==> config.mk <==
export PLATFORM = sky130hd
export DESIGN_NAME = sync_fifo_prog_flat
export DESIGN_NICKNAME = d
export VERILOG_FILES = /design/src/rtl/sync_fifo_prog_if.sv /design/src/rtl/sync_fifo_prog.sv /design/src/flat_wrapper.sv
export SDC_FILE = /design/constraint.sdc
export NUM_CORES = 1
export LEC_CHECK = 0
export CORE_MARGIN = 1
export CORE_UTILIZATION = 35
export CTS_BUF_LIST = sky130_fd_sc_hd__clkbuf_8 sky130_fd_sc_hd__clkbuf_16
export DETAILED_ROUTE_END_ITERATION = 7
export DONT_BUFFER_PORTS = 1
export GPL_TIMING_DRIVEN = 0
export MAX_ROUTING_LAYER = met4
export PLACE_DENSITY_LB_ADDON = 0.15
export SLEW_MARGIN = 20
export SYNTH_ARGS = -nofsm -noshare
export SYNTH_HDL_FRONTEND = slang
export SYNTH_SLANG_ARGS = --single-unit
==> constraint.sdc <==
create_clock -name clk -period 4.1 [get_ports clk]
set_clock_uncertainty 0.1 [all_clocks]
set_input_delay 0.615 -clock clk [delete_from_list [all_inputs] [get_ports clk]]
set_output_delay 0.615 -clock clk [all_outputs]
set_load 0.03 [all_outputs]
Register map, names as in the netlist:
Scale: 3 px per micron. Other sequential cells in the stronger gray, the rest of the logic in the fainter gray.
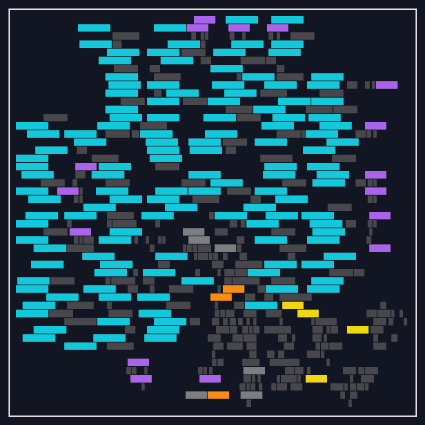
u_core.bus.data_out: shown in purple, flops 16, where widely spread. u_core.mem: shown in cyan, flops 128. u_core.bus.count: shown in yellow, flops 4, where south-east. u_core.wr_ptr: shown in orange, flops 3.
Another 6 sequential cells are not colored.
register area: 0.00442 sq mm
share of the core filled with cells: 0.420
sequential power: 2.07 mW
Seq area share: 0.609

Signal metal coverage by tile:
Scale: 3 px per micron. 27 x 27 tiles, from black (low) to pale yellow (high), scaled to the fullest tile. Values are wire area over tile area, all layers added.
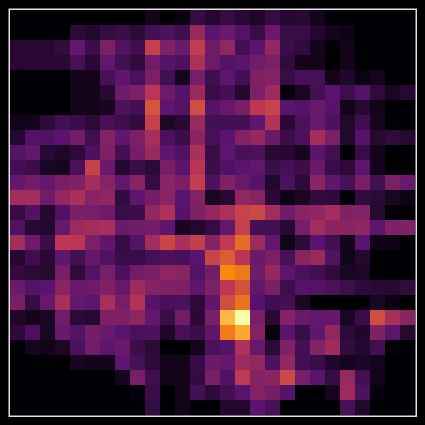
17% of the tiles are nearly empty. 4.0% of the tiles are over half the peak. The emptiest ninth of the die: north-east. The densest ninth of the die: center. The mean over all tiles is 0.11.
wire per inst: 20.1 microns
wirelength, routed: 12.5 mm
GRT Overall Usage: 0.153
via count: 3088

==> results.cfg <==
; generated from flow reports
[yosys]
synth.distinct_cells = 37
top_area_cell = edfxtp_1
ff_type = edfxtp_1

[cells_and_area]
lay_top_count = edfxtp_1
n_antenna_cell = 0
fin_area_sq_mm = 0.00726
nets = 426
largest_register_ffs = 128
area_delta_synth_final_pct = 17.0

[critical_path]
cp_cell_sequence = inv_1, ha_1, nand2b_1, a21o_1, a21o_1, a21oi_1, nor2_1
cp.arrival_ps = 2410
endpoint_kind = output port
path_buffers = 1

[final_timing]
fmax_ghz = 0.320

[worst_hold_path]
whs_path_depth = 0

[die]
dieArea_sq_mm = 0.0183
die_h_microns = 135
num_rows = 48

[clock_tree]
numClockSinks = 157
ctsRootBufferMaster = clkbuf_16
clkSlewWorstSetupHoldPaths_ps = 60

[run]
warnings = 26

[placed_design]
hpwlAfterDp_mm = 8.60

[grt]
grt_pass1_wl_mm = 18.7

[run_status]
status = complete, no violations
through the flow:
step | utilization | setup TNS, ps | hold WS (ps) | total power, mW | setup slack, ps
3_5_place_dp | 0.385 | 0 | 493 | 2.98 | 1310
5_1_grt | 0.420 | 0 | 157 | 4.70 | 769
4_1_cts | 0.420 | 0 | 164 | 4.56 | 925
6_report | 0.420 | 0 | 181 | 4.50 | 979
2_1_floorplan | - | 0 | 446 | 2.76 | 843
3_3_place_gp | 0.375 | -38490 | 482 | 2.96 | -1050
layer usage:
| layer | share of wire | GRT usage |
|---|---|---|
| met5 | 0 | - |
| met4 | 0.018 | 0.0605 |
| met3 | 0.054 | 0.0516 |
| met2 | 0.51 | 0.246 |
| met1 | 0.42 | 0.176 |
synth_stat cells (all sizes together), types with 6 or more instances:
cell,count
a21oi,6
buf,10
clkbuf,7
dfxtp,29
edfxtp,128
ha,14
inv,11
mux2i,21
mux4,32
nand2,19
nor2,17
nor3,7
o21ai,18
logic make-up after synthesis:
logic type,count (synthesis),share of synthesized area
adder cells (fa/ha/maj),15,0.0315
flip-flops,157,0.713
AND-OR/OR-AND,34,0.0381
AND/OR/NAND/NOR,57,0.0429
XOR/XNOR,4,0.00565
multiplexers,53,0.150
buffers and inverters,28,0.0189
power breakdown:
group,leakage (nW),switching (mW),internal (mW)
sequential,1.39,0.245,1.83
clock,0.283,0.625,0.953
combinational,0.759,0.455,0.391
cell type report:
class	count	area (sq um)
plain buffers	17	76.3
clock inverters	15	170
repair buffers	16	140
well taps	225	282
clock buffers	17	425
fillers	1590	10000
flip-flops and latches	157	4420
multi-input cells	163	1700
inverters	11	41.3
Power figures rest on the tool's default switching activity, not on a simulated workload.
